run_1/cell_density.png
(4 px per micron) 9 x 9 tiles, from white (low) to dark blue (high), 0 to 100% covered.
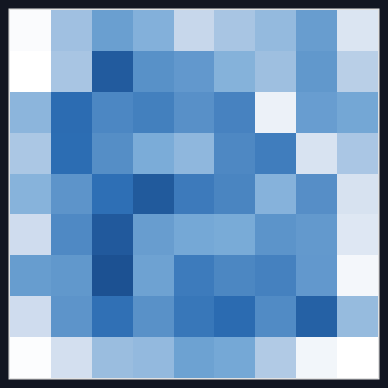
run_1/clk_routes.png
(4 px per micron)
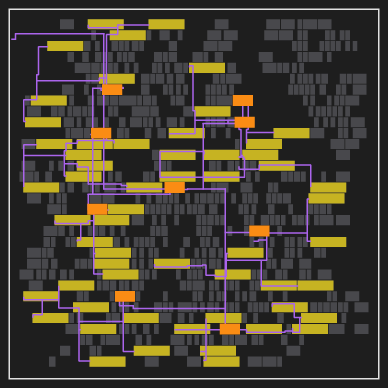
run_1/layer_met3.png
(4 px per micron)
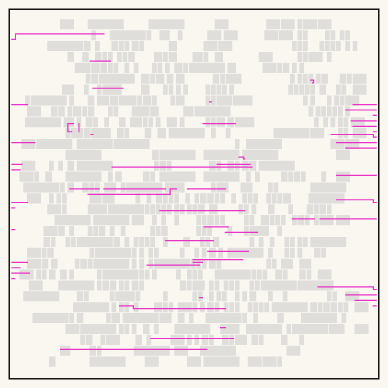
===== src/rtl/hazard_pkg.sv =====
// Shared types and helpers for the pipeline hazard controller.
package hazard_pkg;

  typedef enum logic [1:0] {
    IDLE     = 2'd0,
    MAT_WAIT = 2'd1,
    DRAIN    = 2'd2
  } mat_state_t;

  // $clog2 that never returns 0, so one-entry tables still get a 1-bit index.
  function automatic int clog2_min1(input int n);
    return (n <= 2) ? 1 : $clog2(n);
  endfunction

endpackage


===== src/rtl/hazard_addr_table.sv =====
// NPU in-flight write-address table: per-channel valid/address, CPU address
// match vector and lowest-index priority encode of the matching channel.
module hazard_addr_table
  import hazard_pkg::*;
#(
  parameter int NCH    = 4,
  parameter int ADDR_W = 10,
  localparam int CH_W  = clog2_min1(NCH)
) (
  input  logic              clk,
  input  logic              rst_n,
  input  logic              set,
  input  logic [CH_W-1:0]   set_ch,
  input  logic [ADDR_W-1:0] set_addr,
  input  logic              clr,
  input  logic [CH_W-1:0]   clr_ch,
  input  logic              lookup_en,
  input  logic [ADDR_W-1:0] lookup_addr,
  output logic              hit_any,
  output logic [CH_W-1:0]   hit_ch
);

  logic [NCH-1:0]    valid;
  logic [ADDR_W-1:0] addr [NCH];
  logic [NCH-1:0]    hit;

  // A set on the same channel as a clear takes precedence.
  always_ff @(posedge clk or negedge rst_n) begin
    if (!rst_n) begin
      valid <= '0;
      for (int i = 0; i < NCH; i++) addr[i] <= '0;
    end else begin
      for (int i = 0; i < NCH; i++) begin
        if (set && (set_ch == CH_W'(i))) begin
          valid[i] <= 1'b1;
          addr[i]  <= set_addr;
        end else if (clr && (clr_ch == CH_W'(i))) begin
          valid[i] <= 1'b0;
        end
      end
    end
  end

  always_comb begin
    hit = '0;
    for (int i = 0; i < NCH; i++) begin
      hit[i] = valid[i] && lookup_en && (addr[i] == lookup_addr);
    end
  end

  assign hit_any = |hit;

  always_comb begin
    hit_ch = '0;
    for (int i = NCH - 1; i >= 0; i--) begin
      if (hit[i]) hit_ch = CH_W'(i);
    end
  end

endmodule


===== src/rtl/hazard_ctrl.sv =====
// Pipeline hazard controller: merges load-use, matrix-operation window and
// NPU write-address conflicts into STALL. Optional stall statistics via HAZARD_STATS_EN.
//
// state    | meaning
// ---------+-------------------------------------------------------------
// IDLE     | no matrix operation in flight; MAT_START opens the window
// MAT_WAIT | waiting for MAT_DONE; down-counter aborts at terminal count
// DRAIN    | holds the stall DRAIN_CYC cycles after MAT_DONE
module hazard_ctrl
  import hazard_pkg::*;
#(
  parameter int REG_AW    = 5,
  parameter int ADDR_W    = 10,
  parameter int NCH       = 4,
  parameter int DRAIN_CYC = 2,
  parameter int MAT_TMO   = 1024,
  localparam int CH_W     = clog2_min1(NCH)
) (
  input  logic              CLK,
  input  logic              RSTn,
  input  logic              MEMRead,
  input  logic [REG_AW-1:0] RD,
  input  logic [REG_AW-1:0] RS1,
  input  logic [REG_AW-1:0] RS2,
  input  logic              RS1_USE,
  input  logic              RS2_USE,
  input  logic              MAT_START,
  input  logic              MAT_DONE,
  input  logic              NPU_WR_SET,
  input  logic              NPU_WR_CLR,
  input  logic [CH_W-1:0]   NPU_CH,
  input  logic [CH_W-1:0]   NPU_CLR_CH,
  input  logic [ADDR_W-1:0] NPU_ADDR,
  input  logic              CPU_MEM_EN,
  input  logic [ADDR_W-1:0] CPU_ADDR,
  output logic              STALL,
  output logic              CRITICAL,
  output logic [CH_W-1:0]   CRIT_CH,
  output logic              MAT_ERR
`ifdef HAZARD_STATS_EN
  ,
  output logic [15:0]       STALL_CNT,
  output logic [15:0]       CRIT_CNT
`endif
);

  localparam int CNT_MAX  = (MAT_TMO > DRAIN_CYC) ? MAT_TMO : DRAIN_CYC;
  localparam int CNT_W    = clog2_min1(CNT_MAX);
  localparam int DRAIN_LV = (DRAIN_CYC > 0) ? DRAIN_CYC - 1 : 0;
  localparam logic [CNT_W-1:0] TMO_LD   = CNT_W'(MAT_TMO - 1);
  localparam logic [CNT_W-1:0] DRAIN_LD = CNT_W'(DRAIN_LV);

  mat_state_t       state;
  logic [CNT_W-1:0] cnt;
  logic             lu;
  logic             mat;
  logic             crit;
  logic [CH_W-1:0]  hit_ch;

  // One down-counter serves both the MAT_WAIT timeout and the DRAIN hold.
  always_ff @(posedge CLK or negedge RSTn) begin
    if (!RSTn) begin
      state   <= IDLE;
      cnt     <= '0;
      MAT_ERR <= 1'b0;
    end else begin
      MAT_ERR <= 1'b0;
      case (state)
        IDLE: begin
          if (MAT_START) begin
            state <= MAT_WAIT;
            cnt   <= TMO_LD;
          end
        end
        MAT_WAIT: begin
          if (MAT_DONE) begin
            if (DRAIN_CYC == 0) begin
              state <= IDLE;
              cnt   <= '0;
            end else begin
              state <= DRAIN;
              cnt   <= DRAIN_LD;
            end
          end else if (cnt == '0) begin
            state   <= IDLE;
            MAT_ERR <= 1'b1;
          end else begin
            cnt <= cnt - 1'b1;
          end
        end
        DRAIN: begin
          if (cnt == '0) begin
            state <= IDLE;
          end else begin
            cnt <= cnt - 1'b1;
          end
        end
        default: begin
          state <= IDLE;
          cnt   <= '0;
        end
      endcase
    end
  end

  hazard_addr_table #(
    .NCH    (NCH),
    .ADDR_W (ADDR_W)
  ) u_addr_table (
    .clk         (CLK),
    .rst_n       (RSTn),
    .set         (NPU_WR_SET),
    .set_ch      (NPU_CH),
    .set_addr    (NPU_ADDR),
    .clr         (NPU_WR_CLR),
    .clr_ch      (NPU_CLR_CH),
    .lookup_en   (CPU_MEM_EN),
    .lookup_addr (CPU_ADDR),
    .hit_any     (crit),
    .hit_ch      (hit_ch)
  );

  assign lu = MEMRead && (RD != '0) &&
              ((RS1_USE && (RD == RS1)) || (RS2_USE && (RD == RS2)));

  assign mat = (state != IDLE) || MAT_START;

  // Outputs are gated by RSTn so a held reset never leaks a combinational stall.
  assign STALL    = RSTn && (lu || mat || crit);
  assign CRITICAL = RSTn && crit && !lu && !mat;
  assign CRIT_CH  = CRITICAL ? hit_ch : '0;

`ifdef HAZARD_STATS_EN
  always_ff @(posedge CLK or negedge RSTn) begin
    if (!RSTn) begin
      STALL_CNT <= '0;
      CRIT_CNT  <= '0;
    end else begin
      if (STALL && (STALL_CNT != 16'hFFFF)) STALL_CNT <= STALL_CNT + 16'd1;
      if (CRITICAL && (CRIT_CNT != 16'hFFFF)) CRIT_CNT <= CRIT_CNT + 16'd1;
    end
  end
`endif

endmodule


===== config.mk =====
export PLATFORM = sky130hd
export DESIGN_NAME = hazard_ctrl
export DESIGN_NICKNAME = d
export VERILOG_FILES = /design/src/rtl/hazard_pkg.sv /design/src/rtl/hazard_addr_table.sv /design/src/rtl/hazard_ctrl.sv
export SDC_FILE = /design/constraint.sdc
export NUM_CORES = 1
export LEC_CHECK = 0
export ABC_AREA = 1
export CAP_MARGIN = 40
export CORE_MARGIN = 2
export CORE_UTILIZATION = 45
export DETAILED_ROUTE_END_ITERATION = 10
export PLACE_DENSITY = 0.69
export SLEW_MARGIN = 20
export SYNTH_ARGS = -nofsm -noshare
export SYNTH_HDL_FRONTEND = slang
export SYNTH_SLANG_ARGS = --single-unit

===== constraint.sdc =====
create_clock -name CLK -period 5.04 [get_ports CLK]
set_clock_uncertainty 0.15 [all_clocks]
set_input_delay 1.008 -clock CLK [delete_from_list [all_inputs] [get_ports CLK]]
set_output_delay 1.008 -clock CLK [all_outputs]
set_load 0.01 [all_outputs]

==> flow_summary.toml, run 1 <==
# implementation run metrics
[critical_path]
r2r-start = "state[1]"
worst-r2r-setup-slack_ns = 3.34
reg2regPathDepth = 5
slowest_stage = "clkdlybuf4s50_1"
reg2reg_to = "cnt[1]"
crit_top_cell = "nand2_1"
critPathLaunchType = "input pin"
cp.depth = 14
endpoint = "CRIT_CH[0]"
cpPeakStageDelay_ns = 0.61
end_kind = "output port"
cp_max_fo = 5
path_cells = "clkdlybuf4s50_1 -> inv_2 -> nand2_1 -> nand2_1 -> clkinv_1 -> nand2_1 -> nor2_1 -> nand3_1 -> nand2_1 -> inv_2 -> nand2_1 -> nand2_2 -> nor2_2 -> clkdlybuf4s50_1"

[place]
finalWeightedCongestion = 0.8193
portBuffers = 53
dp_cells = 669
dpl-instance-area_sq_mm = 0.004098
post-place-ws_ns = 0.8487

[logic_synthesis]
top_cell = "nand2_1"
synthCells = 523
top_cell_area_share_pct = 40.95
top_area_cell = "dfrtp_1"
area_leaders = "dfrtp_1 (41%), nand2_1 (20%), inv_1 (9.1%)"
edf_count = 0
synthFlopType = "dfrtp_1"
synth_seq_share_pct = 40.95
yosysCellCount = 523
synth_area_per_cell_sq_um = 6.660
ys.warnings.count = 0
ys.flops = 57

[pwr]
totalPowerFinal_mw = 1.511
comb-power_mw = 0.510
power_leader = "sequential cells"
swShare_pct = 37.03
p_sw_mw = 0.5597
p_int_mw = 0.9516

[final_layout]
n_all_buffers = 55
layout.area.seq_sq_mm = 0.001426
clkCellAreaFrac_pct = 3.383
largestClassByArea = "combinational gates"
comb_area_share_pct = 38.04
mi_logic_area_sq_mm = 0.001618
buf_share_pct = 12.80
nNetsFinal = 630
final_layout_size_suffix_gt1_share_pct = 7.388
fillerInstances = 753
n_antenna_cell = 0
fin_cells = 684
nClkBuffers = 13

[timing]
finalHoldViolCount = 0
post-route-period-util_pct = 83.15
fin_tns_setup_ns = 0
period_needed_ns = 4.191
tightest_slew_ns = 0.7665
setup_violations = 0
fmax_mhz = 238.6

[global_route]
grt.total_usage_pct = 20.25
grt_max_degree = 58
grt_pass1_vias = 2915
grt-ovfl-total = 0
antenna_found_initial = 0

[floorplan]
rows = 32
io_pins = 54
nWellTaps = 102
die_h_microns = 91.98
chipArea_sq_mm = 0.008460

[clocking]
cts-htree-levels = 3
cts-resized-gates = 0
cts_setup_buffers = 0
clk_pin_slew_ns = 0.06
holdBufCountCts = 0

[status]
status = "finished clean"

[worst_hold_path]
hold-path-cell-count = 2
holdPathEnd = "u_addr_table.addr[31]"
hp-start = "u_addr_table.addr[31]"

[drt]
drtIter0Drc = 155
first_pass_iters = 4
ant_nets = 0
drc_errors = 0

[flow_run]
warning_count = 27
About cell_density.png:
The mean over all tiles is 49%. 9.9% of the tiles are over 75% full. The fullest tile reaches 87%.
floorplan utilization: 45.79%
Util after Layout: 55.90%
core area: 0.007607 sq mm

About clk_routes.png:
Key: orange = clock drivers [count 9]; yellow = flip-flops [count 57]; purple = clock wires [length 821 microns]
There are 10 routed clock nets.
clk pwr: 0.343 mW
clock share of power: 22.7%
Clk Latency, worst-skew pair: 0.34 ns

About layer_met3.png:
The layer holds 5.9% of the routed length. The layer carries 481 microns of wire.
met3 usage: 5.341%
DRT Wirelength: 8145 microns
via count: 3221

==> run 1: flip-flops by register name, indices dropped and copies added (netlist names) <==
name,cells
u_addr_table.valid,4
MAT_ERR,1
cnt,10
u_addr_table.addr,40
state,2
==> run 1: kinds of logic (layout without fill, tap and decap cells) <==
family	count (synthesis)	after routing	share of synthesized area, %
buffers and inverters	114	173	12.61
AND/OR/NAND/NOR	268	268	31.97
adder cells (fa/ha/maj)	2	2	0.7183
XOR/XNOR	12	12	3.017
AND-OR/OR-AND	70	70	10.74
flip-flops	57	57	40.95
==> run 1: layer usage <==
metal	global-route usage [%]	share of wire [%]	vias to the layer above
li1	-	-	1698
met1	27.68	48	1434
met2	30.58	44	74
met3	5.341	5.9	15
met4	8.333	2.3	0
met5	0	0	-
==> run 1 -> run 2 <==
Settings changed: PLACE_DENSITY 0.69 to 0.71.
Clock period 5.04 ns to 3.7 ns, I/O delays scaled along.
run_2/layer_met1.png
(3 px per micron) Supply wires on this layer in gray.
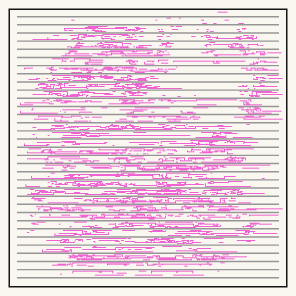
The layer holds 49% of the routed length. The wires run mostly horizontal. The longest straight run is 30.4 microns. 576 nets have wire on it.
GR Util met1: 27.60%
via count: 3244
DRT Wirelength: 8195 microns

run_2/clk_routes.png
(4 px per micron)
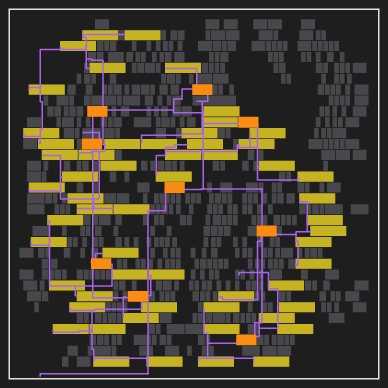
Key: purple = clock wires [length 826 microns]; yellow = flip-flops [count 57]; orange = clock drivers [count 9]
Position of the flops: spread over the die.
Clk Latency, worst-skew pair: 0.35 ns
clk pwr: 0.578 mW
clock share of power: 26.4%

run_2/layer_met3.png
(4 px per micron)
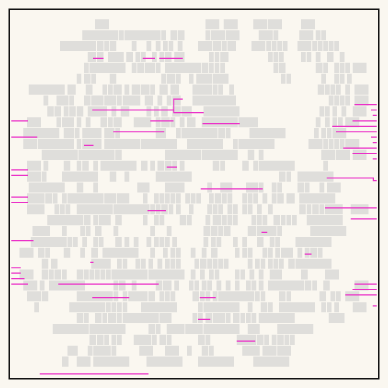
The layer carries 312 microns of wire. 39 nets have wire on it. The wires run mostly horizontal. The layer holds 3.8% of the routed length.
met3 usage: 3.780%

==> run 2 against run 1 <==
Synthesized cell count unchanged. Count of clock-buffer cells in the layout unchanged. Sequential cell count unchanged. Clock power up 69%. First-iteration DRC count down 1.9%. Final cell count up 0.44%. Final area up 1.8%. Non-clock buffer count up 1. Combinational power up 39%. Die area unchanged. Critical endpoint unchanged.
==> flow_summary.toml, run 2 <==
# implementation run metrics
[status]
status = "finished clean"

[worst_hold_path]
hp-start = "u_addr_table.addr[16]"

[logic_synthesis]
xor_share_pct = 3.017
compound_area_share_pct = 10.74
synth_area_per_cell_sq_um = 6.660
synth-adder-area-share_pct = 0.7184
ys_sh_mux_pct = 0
area_leaders = "dfrtp_1 (41%), nand2_1 (20%), inv_1 (9.1%)"
ys.flops = 57
synthCells = 523
yosysCellCount = 523
top_logic_kind = "simple AND/OR/NAND/NOR gates"
ys_sh_simple_pct = 31.97
edf_count = 0
ys.warnings.count = 0
synth_seq_share_pct = 40.95
top_cell_area_share_pct = 40.95
top_area_cell = "dfrtp_1"

[floorplan]
rows = 32
initial_utilization_pct = 45.79
nWellTaps = 102
io_pins = 54
chipArea_sq_mm = 0.008460
coreArea_sq_mm = 0.007607

[global_route]
grt_pass1_vias = 3139
grt-ovfl-total = 0
antenna_found_initial = 0
grt_max_degree = 58
grt.total_usage_pct = 20.94

[critical_path]
worst-r2r-setup-slack_ns = 2.01
crit_top_cell = "nand2_1"
reg2regPathDepth = 7
slowest_stage = "clkdlybuf4s50_1"
path_cells = "clkdlybuf4s50_1 -> xnor2_1 -> nand2_1 -> nor2_1 -> nand3_1 -> nand2_1 -> inv_2 -> nand2_1 -> nand2_2 -> nor2_2 -> clkdlybuf4s50_1"
end_kind = "output port"
r2r-start = "cnt[0]"
endpoint = "CRIT_CH[0]"
reg2reg_to = "cnt[9]"
cpPeakStageDelay_ns = 0.60
cp.depth = 11
critPathLaunchType = "input pin"
cp_max_fo = 5

[drt]
drtIter0Drc = 152
first_pass_iters = 4
drc_errors = 0
ant_nets = 0

[final_layout]
clkCellAreaFrac_pct = 4.363
regMostFlops = "u_addr_table.addr"
n_all_buffers = 56
reg.largest.list = "u_addr_table.addr x40, cnt x10, u_addr_table.valid x4"
mi_logic_area_sq_mm = 0.001618
nNetsFinal = 631
n_antenna_cell = 0
fin_cells = 687
largest_register_ffs = 40
nClkBuffers = 13
largestClassByArea = "combinational gates"
comb_area_share_pct = 37.36
final_util_pct = 56.92
final_layout_size_suffix_gt1_share_pct = 8.034
layout.area.seq_sq_mm = 0.001426

[timing]
period_needed_ns = 3.584
tightest_slew_ns = 0.7810
setup_violations = 0
finalHoldViolCount = 0
post-route-period-util_pct = 96.86
fin_tns_setup_ns = 0
fmax_mhz = 279.0

[clocking]
cts-htree-levels = 3
cts_setup_buffers = 0
clk_pin_slew_ns = 0.06
cts-resized-gates = 0

[place]
portBuffers = 53
dpl-instance-area_sq_mm = 0.004105
finalWeightedCongestion = 0.8273
post-place-ws_ns = 0.06568
dp_cells = 670

[pwr]
comb-power_mw = 0.709
power_leader = "sequential cells"
swShare_pct = 36.28
totalPowerFinal_mw = 2.185
p_leak_nw = 2.377
p_sw_mw = 0.7927

[flow_run]
warning_count = 27
==> run 2: cell counts after synthesis <==
No cell type changed its count.
==> run 2: cell families (layout without fill, tap and decap cells) <==
| family | count (synthesis) | count (layout) |
|---|---|---|
| flip-flops | 57 | 57 |
| XOR/XNOR | 12 | 12 |
| AND-OR/OR-AND | 70 | 70 |
| buffers and inverters | 114 | 176 |
| adder cells (fa/ha/maj) | 2 | 2 |
| AND/OR/NAND/NOR | 268 | 268 |
==> run 2: metal layers <==
| metal | track usage (%) | wire (microns) |
|---|---|---|
| met5 | 0 | 0 |
| met4 | 8.831 | 146 |
| met3 | 3.780 | 311 |
| met2 | 34.01 | 3734 |
| met1 | 27.60 | 4002 |
==> run 2: worst min-delay path: stages (launching register included) <==
cell     delay [ns]
dfrtp_1        0.36
nand2_1        0.05
o21ai_0        0.06
==> run 2 -> run 3 <==
Settings changed: ABC_CLOCK_PERIOD_IN_PS set to 3700, PLACE_DENSITY 0.71 to unset, PLACE_DENSITY_LB_ADDON set to 0.2.
run_3/layer_met1.png
(3 px per micron) Supply wires on this layer in gray.
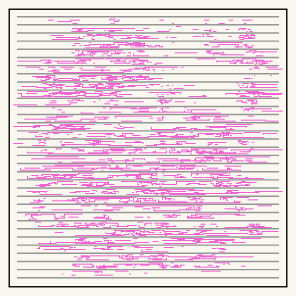
The longest straight run is 33.1 microns. The layer carries 3960 microns of wire.
GR Util met1: 30.14%
via count: 3258
DRT Wirelength: 8329 microns

run_3/cell_density.png
(4 px per micron) 9 x 9 tiles, from white (low) to dark blue (high), 0 to 100% covered.
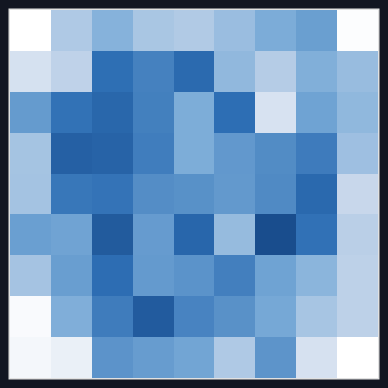
14% of the tiles are over 75% full. The fullest tile reaches 89%. 3.7% of the tiles are nearly empty.
Util after Layout: 57.42%

run_3/clk_routes.png
(4 px per micron)
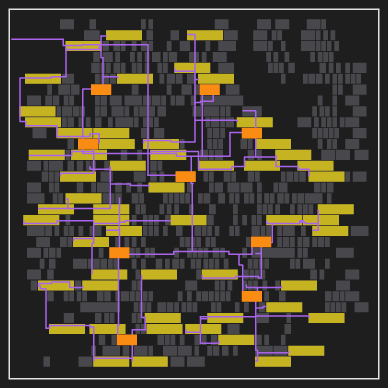
Key: yellow = flip-flops [count 57]; purple = clock wires [length 865 microns]; orange = clock drivers [count 9]
There are 10 routed clock nets. Position of the flops: spread over the die.
clk pwr: 0.646 mW
Clk Latency, worst-skew pair: 0.34 ns
clock share of power: 28.7%

==> run 3 against run 2 <==
Synthesized area is the same. First-iteration DRC count grew 26%. Die area is the same. Global-route usage grew 0.81 points. Sequential cell count is the same. Critical endpoint is now STALL. Via count grew 0.43%.
==> flow_summary.toml, run 3 <==
# implementation run metrics
[timing]
fmax_mhz = 279.2
tightest_slew_ns = 0.8236
setup_violations = 0
fin_tns_setup_ns = 0
period_needed_ns = 3.581
post-route-period-util_pct = 96.80

[logic_synthesis]
compound_area_share_pct = 10.74
xor_share_pct = 3.017
edf_count = 0
synth-adder-area-share_pct = 0.7184
synthFlopType = "dfrtp_1"
ys.flops = 57
synth_area_per_cell_sq_um = 6.660
synth_seq_share_pct = 40.95
ys.warnings.count = 0
yosysCellCount = 523
top_area_cell = "dfrtp_1"
area_leaders = "dfrtp_1 (41%), nand2_1 (20%), inv_1 (9.1%)"
top_cell = "nand2_1"

[place]
dp_cells = 670
portBuffers = 53
finalWeightedCongestion = 0.8885
dpl-instance-area_sq_mm = 0.004105

[clocking]
holdBufCountCts = 0
cts_setup_buffers = 0
clk_pin_slew_ns = 0.07
cts-htree-levels = 3

[drt]
ant_nets = 0
wl_met1_microns = 3961
met3_length_microns = 474
drtIter0Drc = 191
first_pass_iters = 4
drc_errors = 0
highest-signal-layer = "met4"
dr_wl_met2_microns = 3793

[worst_hold_path]
hold-path-cell-count = 2
hp-start = "u_addr_table.addr[26]"
holdPathEnd = "u_addr_table.addr[26]"

[critical_path]
cp_max_fo = 5
reg2regPathDepth = 7
r2r-start = "state[1]"
reg2reg_to = "cnt[0]"
worst-r2r-setup-slack_ns = 1.99
critPathLaunchType = "input pin"
endpoint = "STALL"
end_kind = "output port"
slowest_stage = "clkdlybuf4s50_1"
cpPeakStageDelay_ns = 0.60

[global_route]
busiest_layer = "met2"
antenna_found_initial = 0
grt_pass1_vias = 3149
grt_max_degree = 58
grt-ovfl-total = 0
grt.total_usage_pct = 21.75
grtUsageMet3_pct = 4.601

[pwr]
p_leak_nw = 2.392
totalPowerFinal_mw = 2.251
swShare_pct = 35.14
comb-power_mw = 0.707

[final_layout]
regMostFlops = "u_addr_table.addr"
final_layout_size_suffix_gt1_share_pct = 8.219
largest_register_ffs = 40
n_antenna_cell = 0
nNetsFinal = 631

[status]
status = "finished clean"

[floorplan]
io_pins = 54
rows = 32
initial_utilization_pct = 45.79
chipArea_sq_mm = 0.008460
die_h_microns = 91.98
coreArea_sq_mm = 0.007607
## run 3: cell types whose count changed in the layout (fill, tap and decap cells not counted)
cell,before,now
o21ai_0,49,50
nand2_2,2,3
buf_6,1,0
clkdlybuf4s50_1,42,43
clkbuf_1,3,2
bufinv_16,1,2
buf_16,0,1
nand2_1,185,184
dlymetal6s2s_1,10,9
clkinv_2,2,1
o21ai_1,7,6
## run 3: final cells by class
cell class,instances,area (sq um)
clock buffers,12,145.1
clock inverters,3,65.06
multi-input cells,352,1620
well taps,102,127.6
inverters,104,392.9
repair buffers,56,590.6
fillers,763,3239
flip-flops and latches,57,1426
## run 3: timing repair
item | in CTS | in global routing
setup endpoints to repair | 0 | 4
resized | 0 | 10
hold endpoints to repair | 0 | 0
Power is estimated from default activity; no workload was simulated.
